Figure 1. Met4 routing.
Supply wires on this layer in gray.
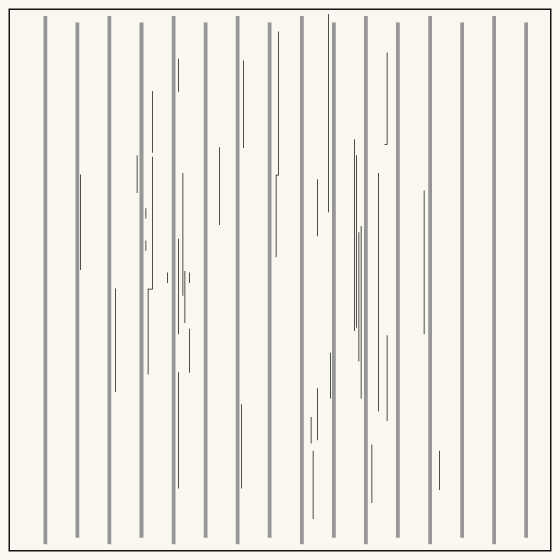
Figure 2. Clock nets.
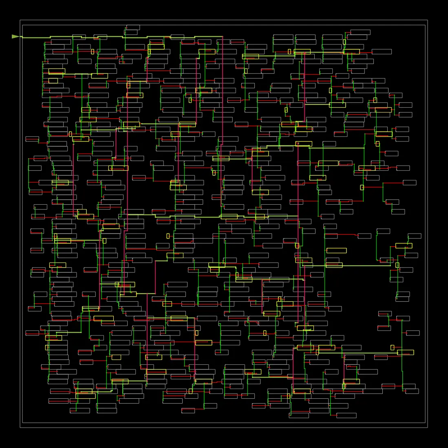
Figure 3. The metal 1 layer.
Bar = 50 µm. Supply wires on this layer in gray.
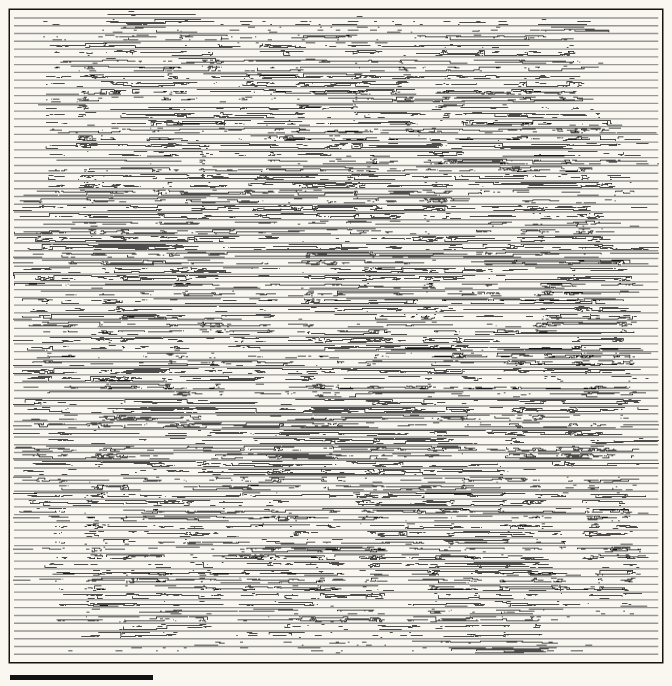
Figure 4. Signal wires on met2.
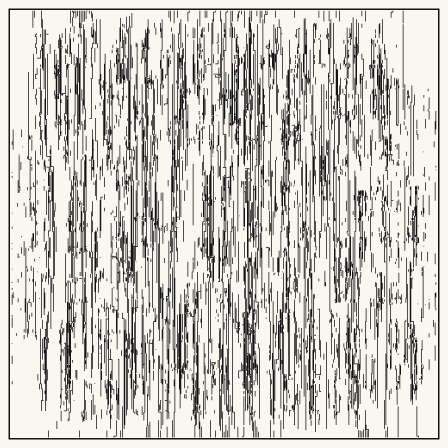
$ cat src/rtl/pwm_cmd_sched_pkg.sv
// Shared definitions for the PWM command scheduler: function codes,
// packet field positions within pkt_data, FSM encoding and a small helper.
package pwm_cmd_pkg;

    localparam logic [7:0] FUNC_CFG = 8'h01;
    localparam logic [7:0] FUNC_EN  = 8'h02;

    localparam int PKT_FUNC_W  = 8;
    localparam int PKT_DATA_W  = 80;
    localparam int CMD_ENTRY_W = PKT_FUNC_W + PKT_DATA_W;

    // Field LSBs within pkt_data (rev_data1 occupies [79:72]).
    localparam int CH_LSB      = 72;
    localparam int D2_LSB      = 64;
    localparam int DUTY_LSB    = 56;
    localparam int DESSERT_LSB = 40;
    localparam int PULSE_LSB   = 32;
    localparam int PAT_LSB     = 0;

    // Everything below the channel byte is held as the command payload.
    localparam int CMD_DATA_W  = CH_LSB;

    typedef enum logic [2:0] {
        ST_IDLE      = 3'd0,
        ST_DECODE    = 3'd1,
        ST_DISABLE   = 3'd2,
        ST_WAIT_IDLE = 3'd3,
        ST_WRITE     = 3'd4,
        ST_RESTORE   = 3'd5
    } sched_state_t;

    function automatic logic [7:0] sat_inc8(input logic [7:0] v);
        return (v == 8'hFF) ? v : v + 8'd1;
    endfunction

endpackage

$ cat src/rtl/pwm_cmd_sched_if.sv
// Bundle of the packet input, channel status, config write bus and status
// flags exchanged between the scheduler and its surroundings.
interface pwm_cmd_sched_if #(
    parameter int NUM_CHANNELS = 3
);
    import pwm_cmd_pkg::*;

    logic                    pkt_valid;
    logic [PKT_FUNC_W-1:0]   pkt_func;
    logic [PKT_DATA_W-1:0]   pkt_data;
    logic [NUM_CHANNELS-1:0] ch_busy;
    logic                    sts_clr;

    logic                    wr_valid;
    logic [7:0]              wr_ch;
    logic [7:0]              wr_duty;
    logic [15:0]             wr_dessert;
    logic [7:0]              wr_pulse_num;
    logic [31:0]             wr_pat;
    logic [NUM_CHANNELS-1:0] ch_en;
    logic                    fifo_ovf;
    logic                    timeout_flag;
    logic [7:0]              err_cnt;

    modport master (
        output pkt_valid, pkt_func, pkt_data, ch_busy, sts_clr,
        input  wr_valid, wr_ch, wr_duty, wr_dessert, wr_pulse_num, wr_pat,
        input  ch_en, fifo_ovf, timeout_flag, err_cnt
    );

    modport slave (
        input  pkt_valid, pkt_func, pkt_data, ch_busy, sts_clr,
        output wr_valid, wr_ch, wr_duty, wr_dessert, wr_pulse_num, wr_pat,
        output ch_en, fifo_ovf, timeout_flag, err_cnt
    );

endinterface

$ cat src/rtl/pwm_cmd_sched_sync_fifo.sv
// Single-clock show-ahead FIFO. A push while full is still accepted when a
// pop happens in the same cycle; otherwise the push is ignored.
module sync_fifo #(
    parameter int WIDTH = 8,
    parameter int DEPTH = 4
) (
    input  logic             clk,
    input  logic             rst,
    input  logic             push,
    input  logic             pop,
    input  logic [WIDTH-1:0] wdata,
    output logic [WIDTH-1:0] rdata,
    output logic             full,
    output logic             empty
);

    localparam int AW = (DEPTH > 1) ? $clog2(DEPTH) : 1;

    logic [WIDTH-1:0] mem_q [DEPTH];
    logic [AW-1:0]    wr_ptr_q, wr_ptr_d;
    logic [AW-1:0]    rd_ptr_q, rd_ptr_d;
    logic [AW:0]      count_q, count_d;
    logic             push_ok, pop_ok;

    assign full    = (count_q == (AW+1)'(DEPTH));
    assign empty   = (count_q == '0);
    assign pop_ok  = pop && !empty;
    assign push_ok = push && (!full || pop_ok);
    assign rdata   = mem_q[rd_ptr_q];

    // Pointer and occupancy update.
    always_comb begin
        wr_ptr_d = wr_ptr_q;
        rd_ptr_d = rd_ptr_q;
        count_d  = count_q;
        if (push_ok) wr_ptr_d = wr_ptr_q + AW'(1);
        if (pop_ok)  rd_ptr_d = rd_ptr_q + AW'(1);
        case ({push_ok, pop_ok})
            2'b10:   count_d = count_q + (AW+1)'(1);
            2'b01:   count_d = count_q - (AW+1)'(1);
            default: count_d = count_q;
        endcase
    end

    // Storage; contents are only meaningful while counted, so no reset.
    always_ff @(posedge clk) begin
        if (push_ok) mem_q[wr_ptr_q] <= wdata;
    end

    // Pointer and count registers.
    always_ff @(posedge clk) begin
        if (rst) begin
            wr_ptr_q <= '0;
            rd_ptr_q <= '0;
            count_q  <= '0;
        end else begin
            wr_ptr_q <= wr_ptr_d;
            rd_ptr_q <= rd_ptr_d;
            count_q  <= count_d;
        end
    end

endmodule

$ cat src/rtl/pwm_cmd_sched.sv
// Command scheduler: buffers decoded UART packets and applies them to the
// pattern channel bank in order, never reconfiguring an enabled or busy
// channel. Owns the per-channel enable vector.
//
// state      | meaning
// -----------+------------------------------------------------------------
// IDLE       | wait for a queued command, pop it into the cmd registers
// DECODE     | classify command; apply enable commands, count bad ones
// DISABLE    | drop the target enable and remember to restore it
// WAIT_IDLE  | wait for the target to go idle, bounded by TIMEOUT cycles
// WRITE      | one-cycle config write strobe; restore enable on exit
// RESTORE    | clear the pending-restore marker
module pwm_cmd_sched
    import pwm_cmd_pkg::*;
#(
    parameter int NUM_CHANNELS = 3,
    parameter int FIFO_DEPTH   = 4,
    parameter int TIMEOUT      = 1024
) (
    input  logic           clk_50M,
    input  logic           rst,
    pwm_cmd_sched_if.slave bus
);

    localparam int             TW        = (TIMEOUT > 1) ? $clog2(TIMEOUT) : 1;
    localparam logic [TW-1:0]  WAIT_LOAD = TW'(TIMEOUT - 1);

    sched_state_t            state_q, state_d;
    logic [7:0]              cmd_func_q, cmd_func_d;
    logic [7:0]              cmd_ch_q, cmd_ch_d;
    logic [CMD_DATA_W-1:0]   cmd_data_q, cmd_data_d;
    logic                    saved_en_q, saved_en_d;
    logic [TW-1:0]           wait_cnt_q, wait_cnt_d;
    logic [NUM_CHANNELS-1:0] ch_en_q, ch_en_d;

    logic                    wr_valid_q, wr_valid_d;
    logic [7:0]              wr_ch_q, wr_ch_d;
    logic [7:0]              wr_duty_q, wr_duty_d;
    logic [15:0]             wr_dessert_q, wr_dessert_d;
    logic [7:0]              wr_pulse_num_q, wr_pulse_num_d;
    logic [31:0]             wr_pat_q, wr_pat_d;

    logic                    fifo_ovf_q, fifo_ovf_d;
    logic                    timeout_flag_q, timeout_flag_d;
    logic [7:0]              err_cnt_q, err_cnt_d;

    logic                    fifo_pop, fifo_full, fifo_empty, fifo_drop;
    logic [CMD_ENTRY_W-1:0]  fifo_wdata, fifo_rdata;
    logic [NUM_CHANNELS-1:0] ch_mask;
    logic                    ch_ok, ch_busy_sel, ch_en_sel;
    logic                    load_wr, timeout_set, err_inc;

    // Only bit 0 of data2 carries meaning (the enable value).
    logic                    unused_data2_hi;
    assign unused_data2_hi = ^cmd_data_q[D2_LSB+1 +: 7];

    assign fifo_wdata = {bus.pkt_func, bus.pkt_data};
    assign fifo_drop  = bus.pkt_valid && fifo_full && !fifo_pop;

    sync_fifo #(
        .WIDTH (CMD_ENTRY_W),
        .DEPTH (FIFO_DEPTH)
    ) u_fifo (
        .clk   (clk_50M),
        .rst   (rst),
        .push  (bus.pkt_valid),
        .pop   (fifo_pop),
        .wdata (fifo_wdata),
        .rdata (fifo_rdata),
        .full  (fifo_full),
        .empty (fifo_empty)
    );

    assign ch_mask     = NUM_CHANNELS'(1) << cmd_ch_q;
    assign ch_ok       = (cmd_ch_q < 8'(NUM_CHANNELS));
    assign ch_busy_sel = |(bus.ch_busy & ch_mask);
    assign ch_en_sel   = |(ch_en_q & ch_mask);

    // Next-state and datapath for the command sequencer.
    always_comb begin
        state_d        = state_q;
        cmd_func_d     = cmd_func_q;
        cmd_ch_d       = cmd_ch_q;
        cmd_data_d     = cmd_data_q;
        saved_en_d     = saved_en_q;
        wait_cnt_d     = wait_cnt_q;
        ch_en_d        = ch_en_q;
        wr_valid_d     = 1'b0;
        wr_ch_d        = wr_ch_q;
        wr_duty_d      = wr_duty_q;
        wr_dessert_d   = wr_dessert_q;
        wr_pulse_num_d = wr_pulse_num_q;
        wr_pat_d       = wr_pat_q;
        fifo_pop       = 1'b0;
        load_wr        = 1'b0;
        timeout_set    = 1'b0;
        err_inc        = 1'b0;

        case (state_q)
            ST_IDLE: begin
                if (!fifo_empty) begin
                    fifo_pop   = 1'b1;
                    cmd_func_d = fifo_rdata[PKT_DATA_W +: PKT_FUNC_W];
                    cmd_ch_d   = fifo_rdata[CH_LSB +: 8];
                    cmd_data_d = fifo_rdata[CMD_DATA_W-1:0];
                    state_d    = ST_DECODE;
                end
            end
            ST_DECODE: begin
                if (cmd_func_q == FUNC_CFG && ch_ok) begin
                    if (ch_en_sel) begin
                        state_d = ST_DISABLE;
                    end else if (ch_busy_sel) begin
                        wait_cnt_d = WAIT_LOAD;
                        state_d    = ST_WAIT_IDLE;
                    end else begin
                        load_wr = 1'b1;
                    end
                end else if (cmd_func_q == FUNC_EN && ch_ok) begin
                    ch_en_d = cmd_data_q[D2_LSB] ? (ch_en_q | ch_mask)
                                                 : (ch_en_q & ~ch_mask);
                    state_d = ST_IDLE;
                end else begin
                    err_inc = 1'b1;
                    state_d = ST_IDLE;
                end
            end
            ST_DISABLE: begin
                ch_en_d    = ch_en_q & ~ch_mask;
                saved_en_d = 1'b1;
                wait_cnt_d = WAIT_LOAD;
                state_d    = ST_WAIT_IDLE;
            end
            ST_WAIT_IDLE: begin
                if (!ch_busy_sel) begin
                    load_wr = 1'b1;
                end else if (wait_cnt_q == '0) begin
                    timeout_set = 1'b1;
                    load_wr     = 1'b1;
                end else begin
                    wait_cnt_d = wait_cnt_q - TW'(1);
                end
            end
            ST_WRITE: begin
                // Enable comes back on the WRITE->RESTORE edge so it is
                // visible the cycle right after the strobe.
                if (saved_en_q) begin
                    ch_en_d = ch_en_q | ch_mask;
                    state_d = ST_RESTORE;
                end else begin
                    state_d = ST_IDLE;
                end
            end
            ST_RESTORE: begin
                saved_en_d = 1'b0;
                state_d    = ST_IDLE;
            end
            default: state_d = ST_IDLE;
        endcase

        if (load_wr) begin
            wr_valid_d     = 1'b1;
            wr_ch_d        = cmd_ch_q;
            wr_duty_d      = cmd_data_q[DUTY_LSB +: 8];
            wr_dessert_d   = cmd_data_q[DESSERT_LSB +: 16];
            wr_pulse_num_d = cmd_data_q[PULSE_LSB +: 8];
            wr_pat_d       = cmd_data_q[PAT_LSB +: 32];
            state_d        = ST_WRITE;
        end
    end

    // Sticky status; a set event in the same cycle beats sts_clr.
    always_comb begin
        fifo_ovf_d     = fifo_ovf_q;
        timeout_flag_d = timeout_flag_q;
        err_cnt_d      = err_cnt_q;
        if (bus.sts_clr) begin
            fifo_ovf_d     = 1'b0;
            timeout_flag_d = 1'b0;
            err_cnt_d      = 8'd0;
        end
        if (fifo_drop)   fifo_ovf_d     = 1'b1;
        if (timeout_set) timeout_flag_d = 1'b1;
        if (err_inc)     err_cnt_d      = sat_inc8(err_cnt_q);
    end

    // State and output registers.
    always_ff @(posedge clk_50M) begin
        if (rst) begin
            state_q        <= ST_IDLE;
            cmd_func_q     <= 8'd0;
            cmd_ch_q       <= 8'd0;
            cmd_data_q     <= '0;
            saved_en_q     <= 1'b0;
            wait_cnt_q     <= '0;
            ch_en_q        <= '0;
            wr_valid_q     <= 1'b0;
            wr_ch_q        <= 8'd0;
            wr_duty_q      <= 8'd0;
            wr_dessert_q   <= 16'd0;
            wr_pulse_num_q <= 8'd0;
            wr_pat_q       <= 32'd0;
            fifo_ovf_q     <= 1'b0;
            timeout_flag_q <= 1'b0;
            err_cnt_q      <= 8'd0;
        end else begin
            state_q        <= state_d;
            cmd_func_q     <= cmd_func_d;
            cmd_ch_q       <= cmd_ch_d;
            cmd_data_q     <= cmd_data_d;
            saved_en_q     <= saved_en_d;
            wait_cnt_q     <= wait_cnt_d;
            ch_en_q        <= ch_en_d;
            wr_valid_q     <= wr_valid_d;
            wr_ch_q        <= wr_ch_d;
            wr_duty_q      <= wr_duty_d;
            wr_dessert_q   <= wr_dessert_d;
            wr_pulse_num_q <= wr_pulse_num_d;
            wr_pat_q       <= wr_pat_d;
            fifo_ovf_q     <= fifo_ovf_d;
            timeout_flag_q <= timeout_flag_d;
            err_cnt_q      <= err_cnt_d;
        end
    end

    // A strobe registered just before reset must not leak into the reset cycle.
    assign bus.wr_valid     = wr_valid_q && !rst;
    assign bus.wr_ch        = wr_ch_q;
    assign bus.wr_duty      = wr_duty_q;
    assign bus.wr_dessert   = wr_dessert_q;
    assign bus.wr_pulse_num = wr_pulse_num_q;
    assign bus.wr_pat       = wr_pat_q;
    assign bus.ch_en        = ch_en_q;
    assign bus.fifo_ovf     = fifo_ovf_q;
    assign bus.timeout_flag = timeout_flag_q;
    assign bus.err_cnt      = err_cnt_q;

endmodule

$ cat src/flat_wrapper.sv
// flat-port wrapper written by rule: the top's interface ports become plain ports
module pwm_cmd_sched_flat import pwm_cmd_pkg::*;
#(
    parameter int NUM_CHANNELS = 3,
    parameter int FIFO_DEPTH   = 4,
    parameter int TIMEOUT      = 1024
)
  (clk_50M, rst, bus_pkt_valid, bus_pkt_func, bus_pkt_data, bus_ch_busy, bus_sts_clr, bus_wr_valid, bus_wr_ch, bus_wr_duty, bus_wr_dessert, bus_wr_pulse_num, bus_wr_pat, bus_ch_en, bus_fifo_ovf, bus_timeout_flag, bus_err_cnt);
  pwm_cmd_sched_if #(.NUM_CHANNELS(NUM_CHANNELS)) bus_i ();
  input  logic clk_50M;
  input  logic rst;
  input wire logic [$bits(bus_i.pkt_valid)-1:0] bus_pkt_valid;
  input wire logic [$bits(bus_i.pkt_func)-1:0] bus_pkt_func;
  input wire logic [$bits(bus_i.pkt_data)-1:0] bus_pkt_data;
  input wire logic [$bits(bus_i.ch_busy)-1:0] bus_ch_busy;
  input wire logic [$bits(bus_i.sts_clr)-1:0] bus_sts_clr;
  output wire logic [$bits(bus_i.wr_valid)-1:0] bus_wr_valid;
  output wire logic [$bits(bus_i.wr_ch)-1:0] bus_wr_ch;
  output wire logic [$bits(bus_i.wr_duty)-1:0] bus_wr_duty;
  output wire logic [$bits(bus_i.wr_dessert)-1:0] bus_wr_dessert;
  output wire logic [$bits(bus_i.wr_pulse_num)-1:0] bus_wr_pulse_num;
  output wire logic [$bits(bus_i.wr_pat)-1:0] bus_wr_pat;
  output wire logic [$bits(bus_i.ch_en)-1:0] bus_ch_en;
  output wire logic [$bits(bus_i.fifo_ovf)-1:0] bus_fifo_ovf;
  output wire logic [$bits(bus_i.timeout_flag)-1:0] bus_timeout_flag;
  output wire logic [$bits(bus_i.err_cnt)-1:0] bus_err_cnt;
  assign bus_i.pkt_valid = bus_pkt_valid;
  assign bus_i.pkt_func = bus_pkt_func;
  assign bus_i.pkt_data = bus_pkt_data;
  assign bus_i.ch_busy = bus_ch_busy;
  assign bus_i.sts_clr = bus_sts_clr;
  assign bus_wr_valid = bus_i.wr_valid;
  assign bus_wr_ch = bus_i.wr_ch;
  assign bus_wr_duty = bus_i.wr_duty;
  assign bus_wr_dessert = bus_i.wr_dessert;
  assign bus_wr_pulse_num = bus_i.wr_pulse_num;
  assign bus_wr_pat = bus_i.wr_pat;
  assign bus_ch_en = bus_i.ch_en;
  assign bus_fifo_ovf = bus_i.fifo_ovf;
  assign bus_timeout_flag = bus_i.timeout_flag;
  assign bus_err_cnt = bus_i.err_cnt;
  pwm_cmd_sched #(.NUM_CHANNELS(NUM_CHANNELS), .FIFO_DEPTH(FIFO_DEPTH), .TIMEOUT(TIMEOUT)) u_core (.clk_50M(clk_50M), .rst(rst), .bus(bus_i));
endmodule
$ cat config.mk
export PLATFORM = sky130hd
export DESIGN_NAME = pwm_cmd_sched_flat
export DESIGN_NICKNAME = d
export VERILOG_FILES = /design/src/rtl/pwm_cmd_sched_pkg.sv /design/src/rtl/pwm_cmd_sched_if.sv /design/src/rtl/pwm_cmd_sched_sync_fifo.sv /design/src/rtl/pwm_cmd_sched.sv /design/src/flat_wrapper.sv
export SDC_FILE = /design/constraint.sdc
export NUM_CORES = 1
export LEC_CHECK = 0
export ABC_AREA = 1
export ABC_CLOCK_PERIOD_IN_PS = 5800
export CELL_PAD_IN_SITES_DETAIL_PLACEMENT = 0
export CELL_PAD_IN_SITES_GLOBAL_PLACEMENT = 2
export CORE_UTILIZATION = 38
export DETAILED_ROUTE_END_ITERATION = 6
export GPL_TIMING_DRIVEN = 0
export PLACE_DENSITY_LB_ADDON = 0.1
export SYNTH_ARGS = -nofsm -noshare
export SYNTH_HDL_FRONTEND = slang
export SYNTH_SLANG_ARGS = --single-unit
$ cat constraint.sdc
create_clock -name clk_50M -period 5.8 [get_ports clk_50M]
set_input_delay 0.58 -clock clk_50M [delete_from_list [all_inputs] [get_ports clk_50M]]
set_output_delay 0.58 -clock clk_50M [all_outputs]
set_load 0.02 [all_outputs]
==> run summary <==
Outcome: finished, final reports clean
Met2 GRT Util: 0.362
Metal-1 WL: 25900 µm
RD Place Congestion: 0.771
P_int: 7.12 mW
Number of I/O port buffers: 173
Most instantiated logic cell after routing: nor2_1
Slowest CP cell: buf_2
Buf/Inv on CP: 5
CP endpoint: u_core.u_fifo.count_q[2]$_SDFFE_PP0P_
Core ar.: 50400 µm²
CTS tree: done
Critical path type: reg2reg
R2R setup slack: 2770 ps
DR vias/cell: 5.02
Final hold vios: 0
Power share of the sequential group: 0.427
Sw Pwr: 3.34 mW
Critical R2R Capture: u_core.u_fifo.count_q[2]$_SDFFE_PP0P_
GRT Total Usage: 0.219
Worst Hold Launch: u_core.bus.wr_ch[5]$_SDFFE_PP0P_
Max FO, Critical Path: 10
Sw Share: 0.319
Cts bufs inserted: 55
Number of max-cap violations: 0
Largest stage delay on the critical path: 380 ps
P_clk: 3.54 mW
Final setup viols: 0
Post-synth EDFFs: 324
Crit. path cell count: 14
Largest net degree at the start of global routing: 27
First-pass GRT wire length: 85800 µm
Top Consumer: registers
CTS H-tree depth: 2
HPWL Detailed: 37100 µm
CTS max path bufs: 3
Post-CTS Hold Buffers: 0
I/O Pins: 181
Top Layout Cells: 369 x nor2_1, 324 x edfxtp_1, 245 x o21ai_0
Top cells, area: edfxtp_1 50%, dfxtp_1 19%, nor2_1 7.2%
Flops out of synthesis: 512
WL per Instance: 20.5 µm
Tot Pwr: 10.5 mW
Post-Layout Cell Count: 2761
Hold slack: 462 ps
Slew @ Worst Pin: 1000 ps
CP Launch Point: u_core.state_q[0]$_SDFFE_PP0P_
Final min period: 3030 ps
Post-synth ARST share: 0
Pre-CTS setup slack: 2560 ps
Most congested layer reported by global routing: met2
Most frequent CP cell: nor2_1
YS chip area: 19500 µm²
DR top layer: met5
Post-CTS Setup Bufs: 0
Worst hold path class: reg2reg
Reg clk slew, reported paths: 60 ps
Logic pwr share: 0.235
Worst Hold Path Cells: 2
Largest register FFs: 324
Distinct cells, synth: 36
Worst reg2reg startpoint: u_core.state_q[0]$_SDFFE_PP0P_
WP data required: 6270 ps
Starting density of the core: 0.387
Post-Syn Area: 19500 µm²
Yosys top cell area share: 0.499
Area growth from synthesis to layout: 24.0%
Max IR drop VDD: 0.000237 V
Comb pwr: 2.46 mW
Dpl cells: 2656
Startpoint Class: register
Fin crit share: 0.522
DR DRC count: 0
RSZ-0062 raised after global routing: no
Post-cts sizing count: 0
Dpl cell area: 22400 µm²
Met2 WL: 26700 µm
Post-synth top area cell: edfxtp_1
Root Buffer: clkbuf_16
Routed Antenna Nets: 0
Yosys warns: 0
Setup TNS: 0 ps
Hold EP: u_core.bus.wr_ch[5]$_SDFFE_PP0P_
Notes on Figure 1 above:
The wires run mostly vertical. The layer holds 2.4% of the routed length.
WL final: 56600 µm
vias post-DR: 13.9k

Notes on Figure 2 above:
Setup Skew: 14.8 ps
clock buffer count in the final layout: 82

Notes on Figure 3 above:
2001 nets have wire on it. The layer holds 46% of the routed length.
global-route track usage on met1: 0.295

Notes on Figure 4 above:
1623 nets have wire on it. The layer holds 47% of the routed length. The wires run mostly vertical. The longest straight run is 84.3 µm. The layer carries 26.7 mm of wire.

==> layout make-up <==
cell class                      instances  area, µm²
Fill cell                            4635      26200
Sequential cell                       512      13500
Multi-Input combinational cell       1115       5260
Timing Repair Buffer                  185       1980
Clock buffer                           82       1610
Tap cell                              672        841
Buffer                                117        576
Clock inverter                         20        220
Inverter                               55        206
Antenna cell                            3       7.51
==> cells by family (layout without fill, tap and decap cells) <==
| family | Yosys count | after routing | share of synthesized area |
|---|---|---|---|
| AND-OR/OR-AND | 371 | 371 | 0.101 |
| XOR/XNOR | 5 | 5 | 0.00224 |
| adder cells (fa/ha/maj) | 8 | 8 | 0.00552 |
| buffers and inverters | 172 | 459 | 0.0401 |
| flip-flops | 512 | 512 | 0.692 |
| other | 0 | 3 | 0 |
| AND/OR/NAND/NOR | 731 | 731 | 0.159 |
Power and IR drop assume default switching activity.
